run_1/final_congestion.png
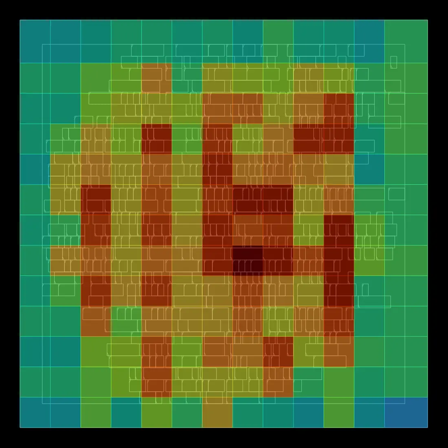
run_1/density.png
(4 px per um) 9 x 9 tiles, from dark blue (low) to red (high), 0 to 100% covered.
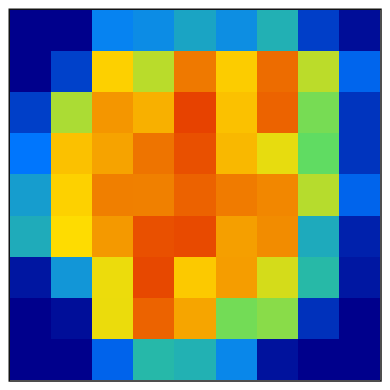
run_1/clock_map.png
(4 px per um)
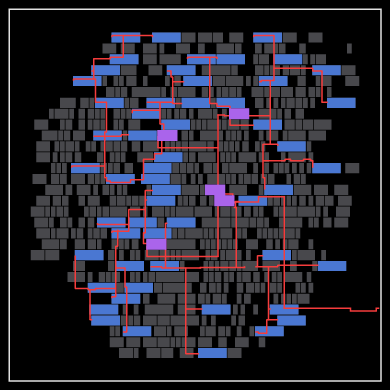
run_1/met4.png
(4 px per um) Supply wires on this layer in grey.
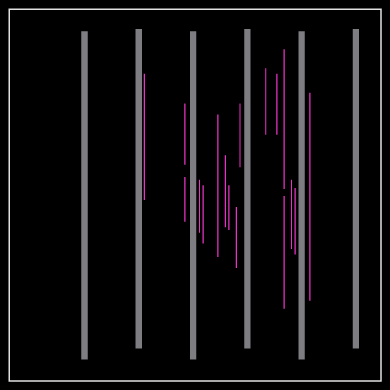
### src/rtl/range_stream_gen_if.sv
// range_stream_gen_if -- bus between the self-test stream generator and its user.
//   start/seed/step/length : burst request (driven by master)
//   range_in               : range finder result to compare against
//   data_out/go/finish     : framed stream toward the range finder
//   busy/done              : transaction status
//   expected_range         : reference max - min of the last burst
//   mismatch/cfg_err       : sticky compare failure, zero-length request pulse
interface range_stream_gen_if #(
  parameter int WIDTH = 8,
  parameter int LEN_W = 8
);
  logic             start;
  logic [WIDTH-1:0] seed;
  logic [WIDTH-1:0] step;
  logic [LEN_W-1:0] length;
  logic [WIDTH-1:0] range_in;
  logic [WIDTH-1:0] data_out;
  logic             go;
  logic             finish;
  logic             busy;
  logic             done;
  logic [WIDTH-1:0] expected_range;
  logic             mismatch;
  logic             cfg_err;

  modport master (
    output start, seed, step, length, range_in,
    input  data_out, go, finish, busy, done, expected_range, mismatch, cfg_err
  );

  modport slave (
    input  start, seed, step, length, range_in,
    output data_out, go, finish, busy, done, expected_range, mismatch, cfg_err
  );
endinterface

### src/rtl/range_stream_gen.sv
// range_stream_gen -- emits an LCG burst (word' = word*5 + step) framed by
// go/finish, tracks max - min of the burst and reports it at done.
// Optional macro RANGE_GEN_CHECK_EN: compare bus.range_in against the
// computed range in the CHECK cycle and raise a sticky mismatch flag.
// Ports:
//   clock : system clock, rising edge
//   reset : synchronous, active high
//   bus   : range_stream_gen_if slave modport (request, stream, status)
module range_stream_gen #(
  parameter int WIDTH = 8,
  parameter int LEN_W = 8
) (
  input  logic               clock,
  input  logic               reset,
  range_stream_gen_if.slave  bus
);

  typedef enum logic [1:0] {IDLE, RUN, CHECK} state_e;

  state_e           state_q;
  logic [WIDTH-1:0] data_q, step_q, min_q, max_q, range_q;
  logic [LEN_W-1:0] left_q;   // words still to emit after the one on data_q
  logic             go_q, fin_q, busy_q, done_q, cfg_err_q;

  logic [WIDTH-1:0] word_d, min_d, max_d;

  // word*5 as shift+add keeps everything WIDTH bits, so wrap is implicit
  assign word_d = (data_q << 2) + data_q + step_q;
  assign min_d  = (word_d < min_q) ? word_d : min_q;
  assign max_d  = (word_d > max_q) ? word_d : max_q;

  always_ff @(posedge clock) begin
    if (reset) begin
      state_q   <= IDLE;
      data_q    <= '0;
      step_q    <= '0;
      min_q     <= '1;
      max_q     <= '0;
      range_q   <= '0;
      left_q    <= '0;
      go_q      <= 1'b0;
      fin_q     <= 1'b0;
      busy_q    <= 1'b0;
      done_q    <= 1'b0;
      cfg_err_q <= 1'b0;
    end else begin
      go_q      <= 1'b0;
      fin_q     <= 1'b0;
      done_q    <= 1'b0;
      cfg_err_q <= 1'b0;
      case (state_q)
        IDLE: begin
          if (bus.start) begin
            if (bus.length == '0) begin
              cfg_err_q <= 1'b1;
            end else begin
              state_q <= RUN;
              data_q  <= bus.seed;
              step_q  <= bus.step;
              left_q  <= bus.length - LEN_W'(1);
              go_q    <= 1'b1;
              fin_q   <= (bus.length == LEN_W'(1));
              busy_q  <= 1'b1;
              // min/max restart at all-ones/zero and fold word0 in at once
              min_q   <= bus.seed;
              max_q   <= bus.seed;
            end
          end
        end
        RUN: begin
          if (fin_q) begin
            state_q <= CHECK;
            done_q  <= 1'b1;
            range_q <= max_q - min_q;  // max >= min, never wraps
          end else begin
            data_q <= word_d;
            left_q <= left_q - LEN_W'(1);
            fin_q  <= (left_q == LEN_W'(1));
            min_q  <= min_d;
            max_q  <= max_d;
          end
        end
        CHECK: begin
          state_q <= IDLE;
          busy_q  <= 1'b0;
        end
        default: state_q <= IDLE;
      endcase
    end
  end

`ifdef RANGE_GEN_CHECK_EN
  logic mismatch_q;

  // range_q holds the fresh max - min during CHECK; that is the cycle the
  // range finder's own answer is valid on range_in.
  always_ff @(posedge clock) begin
    if (reset) begin
      mismatch_q <= 1'b0;
    end else if (state_q == IDLE && bus.start && bus.length != '0) begin
      mismatch_q <= 1'b0;
    end else if (state_q == CHECK && bus.range_in != range_q) begin
      mismatch_q <= 1'b1;
    end
  end

  assign bus.mismatch = mismatch_q;
`else
  logic unused_range_in;
  assign unused_range_in = ^bus.range_in;
  assign bus.mismatch    = 1'b0;
`endif

  assign bus.data_out       = data_q;
  assign bus.go             = go_q;
  assign bus.finish         = fin_q;
  assign bus.busy           = busy_q;
  assign bus.done           = done_q;
  assign bus.expected_range = range_q;
  assign bus.cfg_err        = cfg_err_q;

endmodule

### src/flat_wrapper.sv
// flat-port wrapper written by rule: the top's interface ports become plain ports
module range_stream_gen_flat 
#(
  parameter int WIDTH = 8,
  parameter int LEN_W = 8
)
  (clock, reset, bus_start, bus_seed, bus_step, bus_length, bus_range_in, bus_data_out, bus_go, bus_finish, bus_busy, bus_done, bus_expected_range, bus_mismatch, bus_cfg_err);
  range_stream_gen_if #(.WIDTH(WIDTH), .LEN_W(LEN_W)) bus_i ();
  input  logic clock;
  input  logic reset;
  input wire logic [$bits(bus_i.start)-1:0] bus_start;
  input wire logic [$bits(bus_i.seed)-1:0] bus_seed;
  input wire logic [$bits(bus_i.step)-1:0] bus_step;
  input wire logic [$bits(bus_i.length)-1:0] bus_length;
  input wire logic [$bits(bus_i.range_in)-1:0] bus_range_in;
  output wire logic [$bits(bus_i.data_out)-1:0] bus_data_out;
  output wire logic [$bits(bus_i.go)-1:0] bus_go;
  output wire logic [$bits(bus_i.finish)-1:0] bus_finish;
  output wire logic [$bits(bus_i.busy)-1:0] bus_busy;
  output wire logic [$bits(bus_i.done)-1:0] bus_done;
  output wire logic [$bits(bus_i.expected_range)-1:0] bus_expected_range;
  output wire logic [$bits(bus_i.mismatch)-1:0] bus_mismatch;
  output wire logic [$bits(bus_i.cfg_err)-1:0] bus_cfg_err;
  assign bus_i.start = bus_start;
  assign bus_i.seed = bus_seed;
  assign bus_i.step = bus_step;
  assign bus_i.length = bus_length;
  assign bus_i.range_in = bus_range_in;
  assign bus_data_out = bus_i.data_out;
  assign bus_go = bus_i.go;
  assign bus_finish = bus_i.finish;
  assign bus_busy = bus_i.busy;
  assign bus_done = bus_i.done;
  assign bus_expected_range = bus_i.expected_range;
  assign bus_mismatch = bus_i.mismatch;
  assign bus_cfg_err = bus_i.cfg_err;
  range_stream_gen #(.WIDTH(WIDTH), .LEN_W(LEN_W)) u_core (.clock(clock), .reset(reset), .bus(bus_i));
endmodule
### config.mk
export PLATFORM = sky130hd
export DESIGN_NAME = range_stream_gen_flat
export DESIGN_NICKNAME = d
export VERILOG_FILES = /design/src/rtl/range_stream_gen_if.sv /design/src/rtl/range_stream_gen.sv /design/src/flat_wrapper.sv
export SDC_FILE = /design/constraint.sdc
export NUM_CORES = 1
export LEC_CHECK = 0
export ABC_AREA = 1
export CAP_MARGIN = 40
export CORE_MARGIN = 5
export CORE_UTILIZATION = 55
export DETAILED_ROUTE_END_ITERATION = 16
export PLACE_DENSITY = 0.93
export SKIP_LAST_GASP = 1
export SLEW_MARGIN = 20
export SYNTH_ARGS = -nofsm -noshare
export SYNTH_HDL_FRONTEND = slang
export SYNTH_SLANG_ARGS = --single-unit
### constraint.sdc
create_clock -name clock -period 4.2 [get_ports clock]
set_input_delay 0.42 -clock clock [delete_from_list [all_inputs] [get_ports clock]]
set_output_delay 0.42 -clock clock [all_outputs]
set_load 0.02 [all_outputs]
==> results.txt, run 1 <==
outcome: completed
Seq/Total Area, Yosys: 0.294
internal power: 1010 uW
layout net count: 647
Clock Power Share: 0.186
Cell Area, Synth: 3750 sq um
YS chip area: 3750 sq um
Post-synth top cells: nand2_1 (115), inv_1 (79), dfxtp_1 (55)
largest net degree at the start of global routing: 29
vias in the first global route: 3561
CTS root buf: clkbuf_8
Overflow after GRT: 0
CTS tree: done
ys async rst share: 0
IO Port Bufs: 47
MI comb area: 2250 sq um
cycle use final: 0.853
P_sw: 714 uW
worst path cell trace: inv_1, fa_1, fa_1, inv_1, nand4_1, nand3_1, nand2_1, and2_1, ha_1, nand2_1, nor2_1, nand4_1, nand2_1, nand2_1, nand2_2, nand2_1, nand2_1, nor2_1
RSZ-0062 raised after global routing: no
final antenna-violating net count: 0
slowest cell delay on critical path: 0.53 ns
About final_congestion.png:
wire per inst: 14.1 um
GRT met3 Usage: 0.0333

About density.png:
densest ninth of the die: centre
mean over tiles: 50%
fullest tile: 93%
tiles over 75% full: 37%
Final Util: 0.647
core region area: 6720 sq um

About clock_map.png:
[cells driving clock nets] purple | count: 5
[flip-flops] blue | count: 55
[clock wires] red | length: 680 um
routed clock nets: 6
clock skew: 0.00864 ns
clock-net power: 319 uW

About met4.png:
wire length on this layer: 358 um
main direction: vertical
nets with wire on the layer: 17
longest straight run: 51.7 um
WL final: 9.19 mm
via count: 3561

run 1: path summary, 6_finish.rpt:
path                                                      to                                 from  slack [ns]
worst max-delay path            u_core.max_q[2]$_SDFFE_PP0P_  u_core.bus.data_out[0]$_SDFFE_PP0P_        0.62
worst min-delay path            u_core.min_q[4]$_SDFFE_PP1P_         u_core.min_q[4]$_SDFFE_PP1P_        0.47
worst max register to register  u_core.max_q[2]$_SDFFE_PP0P_  u_core.bus.data_out[0]$_SDFFE_PP0P_        0.62
worst min register to register  u_core.min_q[4]$_SDFFE_PP1P_         u_core.min_q[4]$_SDFFE_PP1P_        0.47
run 1: cells by family after synthesis:
kind of cell,synth area share
adders and majority gates,0.151
DFF,0.294
xor gates and xnor gates,0.0280
and+or+nand+nor,0.286
AOI/OAI and AO/OA,0.134
other,0.00100
buffers and inverters,0.106
run 1: state kept, by name, summed over array words and instances (netlist names):
register                   count
u_core.bus.data_out            8
u_core.bus.expected_range      8
u_core.left_q                  8
u_core.max_q                   8
u_core.min_q                   8
u_core.step_q                  8
u_core.state_q                 2
u_core.bus.busy                1
u_core.bus.cfg_err             1
u_core.bus.done                1
u_core.bus.finish              1
u_core.bus.go                  1
run 1: final cells by class:
type | instances | share of cell area
sequential | 55 | 0.253
multi-input combinational | 379 | 0.518
clock buffer | 5 | 0.0158
inverter | 81 | 0.0705
clock inverter | 3 | 0.00633
tap | 80 | 0.0230
timing repair buffer | 49 | 0.113
run 1: per-layer routing:
layer,wire [um],global-route usage
met5,0,0
met4,357,0.100
met3,512,0.0333
met2,4640,0.415
met1,3680,0.256
run 1: worst max-delay path, delay by kind of cell, from the launching register on:
family	cells	cell delay (ns)
simple gates	13	1.59
fa+ha+maj	3	1.30
buf+inv	2	0.19
flops	1	0.40
run 1: power by group through the flow:
stage               Sequential, uW  Combinational [uW]  Clock (uW)
floorplan                      637                 563           0
global placement               631                 722           0
detailed placement             633                 762           0
CTS                            622                 769         324
global route                   629                 891         346
finish                         622                 780         319
run 1: placed cells by master (no fill, tap or decap), types with 3 or more instances in the layout:
master / count
a31oi_1: 3
nand3b_1: 3
o21bai_1: 3
a21oi_2: 5
nand2_2: 5
nor2_1: 52
o21a_1: 4
nor3_1: 3
or2_2: 3
a21oi_1: 25
nand4_1: 9
and2_1: 3
nand2_1: 115
a21o_1: 4
clkbuf_8: 5
o211ai_1: 3
fa_1: 7
dfxtp_1: 55
inv_1: 79
o21ai_0: 34
nand3_1: 37
xor2_1: 8
nor2_4: 5
ha_1: 34
xnor2_1: 4
clkdlybuf4s50_1: 47
run 1: metrics by stage:
step | area (sq um) | setup slack [ns] | total power, uW | instances | hold WS (ns)
floorplan | 3750 | 1.03 | 1200 | 528 | 0.429
global placement | 4240 | 0.798 | 1350 | 643 | 0.440
detailed placement | 4250 | 0.658 | 1400 | 644 | 0.442
CTS | 4350 | 0.679 | 1720 | 652 | 0.471
global route | 4350 | 0.371 | 1870 | 652 | 0.496
finish | 4350 | 0.619 | 1720 | 652 | 0.473
==> run 1 -> run 2 <==
- HOLD_SLACK_MARGIN: not set -> 0.03
==> run 2 against run 1 <==
  * Cell area stayed put
  * First-iteration DRC count is the same
  * Fmax stayed put
  * Total power did not move
  * Wire length stayed put
  * Largest cell class unchanged
  * Sequential power hardly changed
  * Sequential cell count unchanged
  * Critical endpoint unchanged
  * Largest power group unchanged
  * Highest routed layer unchanged
  * Hold slack did not move
  * Clock power hardly changed
  * Synthesized area unchanged
==> results.txt, run 2 <==
outcome: completed (unchanged)
WL final: 9.19 mm (unchanged)
slowest cell delay on critical path: 0.53 ns (about the same)
Gates resized, CTS repair: 0 (unchanged)
Commonest Layout Cell: nand2_1 (unchanged)
wire per inst: 14.1 um (unchanged)
sum of buffers and inverters on the critical path: 2 (unchanged)
Final Hold Viols: 0 (unchanged)
core region area: 6720 sq um (unchanged)
clock skew: 0.00864 ns (unchanged)
Post-synth top cells: nand2_1 (115), inv_1 (79), dfxtp_1 (55) (unchanged)
Hold WS: 0.473 ns (unchanged)
vias in the first global route: 3561 (unchanged)
Hold Path Class: flop to flop (unchanged)
Post-CTS Setup Bufs: 0 (unchanged)
cycle use final: 0.853 (unchanged)
Final Util: 0.647 (unchanged)
internal power: 1010 uW (unchanged)
final worst setup slack: 0.619 ns (unchanged)
CTS root buf: clkbuf_8 (unchanged)
Overflow after GRT: 0 (unchanged)
largest net degree at the start of global routing: 29 (unchanged)
count leader, synth: nand2_1 (unchanged)
CTS tree: done (unchanged)
Worst Setup Slack post-DPL: 0.658 ns (unchanged)
YS chip area: 3750 sq um (unchanged)
layout net count: 647 (unchanged)
max_slew headroom: 0.622 (unchanged)
Seq/Total Area, Yosys: 0.294 (unchanged)
ys async rst share: 0 (unchanged)
delay-heaviest family, CP: simple AND/OR/NAND/NOR gates (unchanged)
via count: 3561 (unchanged)
Cell Area, Synth: 3750 sq um (unchanged)
Seq pwr share: 0.361 (about the same)
final antenna-violating net count: 0 (unchanged)
RSZ-0062 raised after global routing: no (unchanged)
Clock Power Share: 0.186 (about the same)
worst path cell trace: inv_1, fa_1, fa_1, inv_1, nand4_1, nand3_1, nand2_1, and2_1, ha_1, nand2_1, nor2_1, nand4_1, nand2_1, nand2_1, nand2_2, nand2_1, nand2_1, nor2_1 (unchanged)
[run 2: per-stage QoR]
stage / instance area [sq um] / total power (uW) / cells
after CTS: 4350 / 1720 / 652
after detailed placement: 4250 / 1400 / 644
after global routing: 4350 / 1870 / 652
after floorplan: 3750 / 1200 / 528
final: 4350 / 1720 / 652
after global placement: 4240 / 1350 / 643
[run 2: cells by family after synthesis]
| group | count (synthesis) | synth area share |
|---|---|---|
| buf+inv | 94 | 0.106 |
| fa+ha+maj | 41 | 0.151 |
| other cells | 1 | 0.00100 |
| xor+xnor | 12 | 0.0280 |
| flops | 55 | 0.294 |
| compound gates | 86 | 0.134 |
| simple gates | 239 | 0.286 |
[run 2: worst paths after layout]
path / from / endpoint / slack, ns / cells after the start
worst min-delay path: u_core.min_q[4]$_SDFFE_PP1P_ / u_core.min_q[4]$_SDFFE_PP1P_ / 0.47 / 2
worst min register to register: u_core.min_q[4]$_SDFFE_PP1P_ / u_core.min_q[4]$_SDFFE_PP1P_ / 0.47 / 2
worst max-delay path: u_core.bus.data_out[0]$_SDFFE_PP0P_ / u_core.max_q[2]$_SDFFE_PP0P_ / 0.62 / 18
worst max register to register: u_core.bus.data_out[0]$_SDFFE_PP0P_ / u_core.max_q[2]$_SDFFE_PP0P_ / 0.62 / 18
[run 2: worst min-delay path, cell delays in order, from the launching register on]
cell	delay, ns
dfxtp_1	0.35
nand2_1	0.05
nand3_1	0.05
[run 2: power groups by stage]
stage / Clock (uW) / Sequential, uW / Combinational (uW)
finish: 319 / 622 / 780
global placement: 0 / 631 / 722
CTS: 324 / 622 / 769
detailed placement: 0 / 633 / 762
floorplan: 0 / 637 / 563
global route: 346 / 629 / 891
[run 2: layout make-up]
cell class	instances	area (sq um)	share of cell area
Sequential cell	55	1100	0.253
Tap cell	80	100	0.0230
Multi-Input combinational cell	379	2250	0.518
Timing Repair Buffer	49	493	0.113
Clock buffer	5	68.8	0.0158
Inverter	81	307	0.0705
Clock inverter	3	27.5	0.00633
[run 2: metal layers]
metal	up-vias	routed length, um	GRT usage
li1	1786	-	-
met1	1616	3680	0.256
met2	121	4640	0.415
met3	38	512	0.0333
met4	0	357	0.100
met5	-	0	0
run_2/met4.png
(4 px per um) Supply wires on this layer in grey.
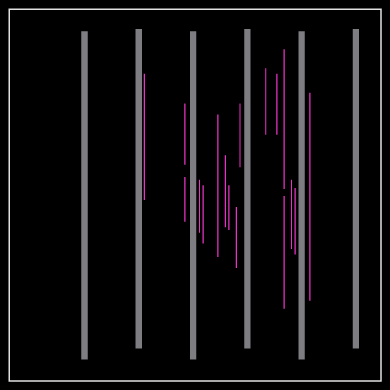

run_2/port_nets.png
(3 px per um)
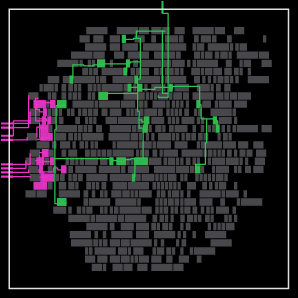
| port | colour | bits | direction | edge | end cells | buffers | wire |
|---|---|---|---|---|---|---|---|
| bus_length | magenta | 8 | input | left | 18 | 8 | 144 um |
| reset | green | 1 | input | top | 22 | 2 | 309 um |
IO Port Bufs: 47
Ports: 57

No activity file was given, so power comes from the tool's default toggle rates.
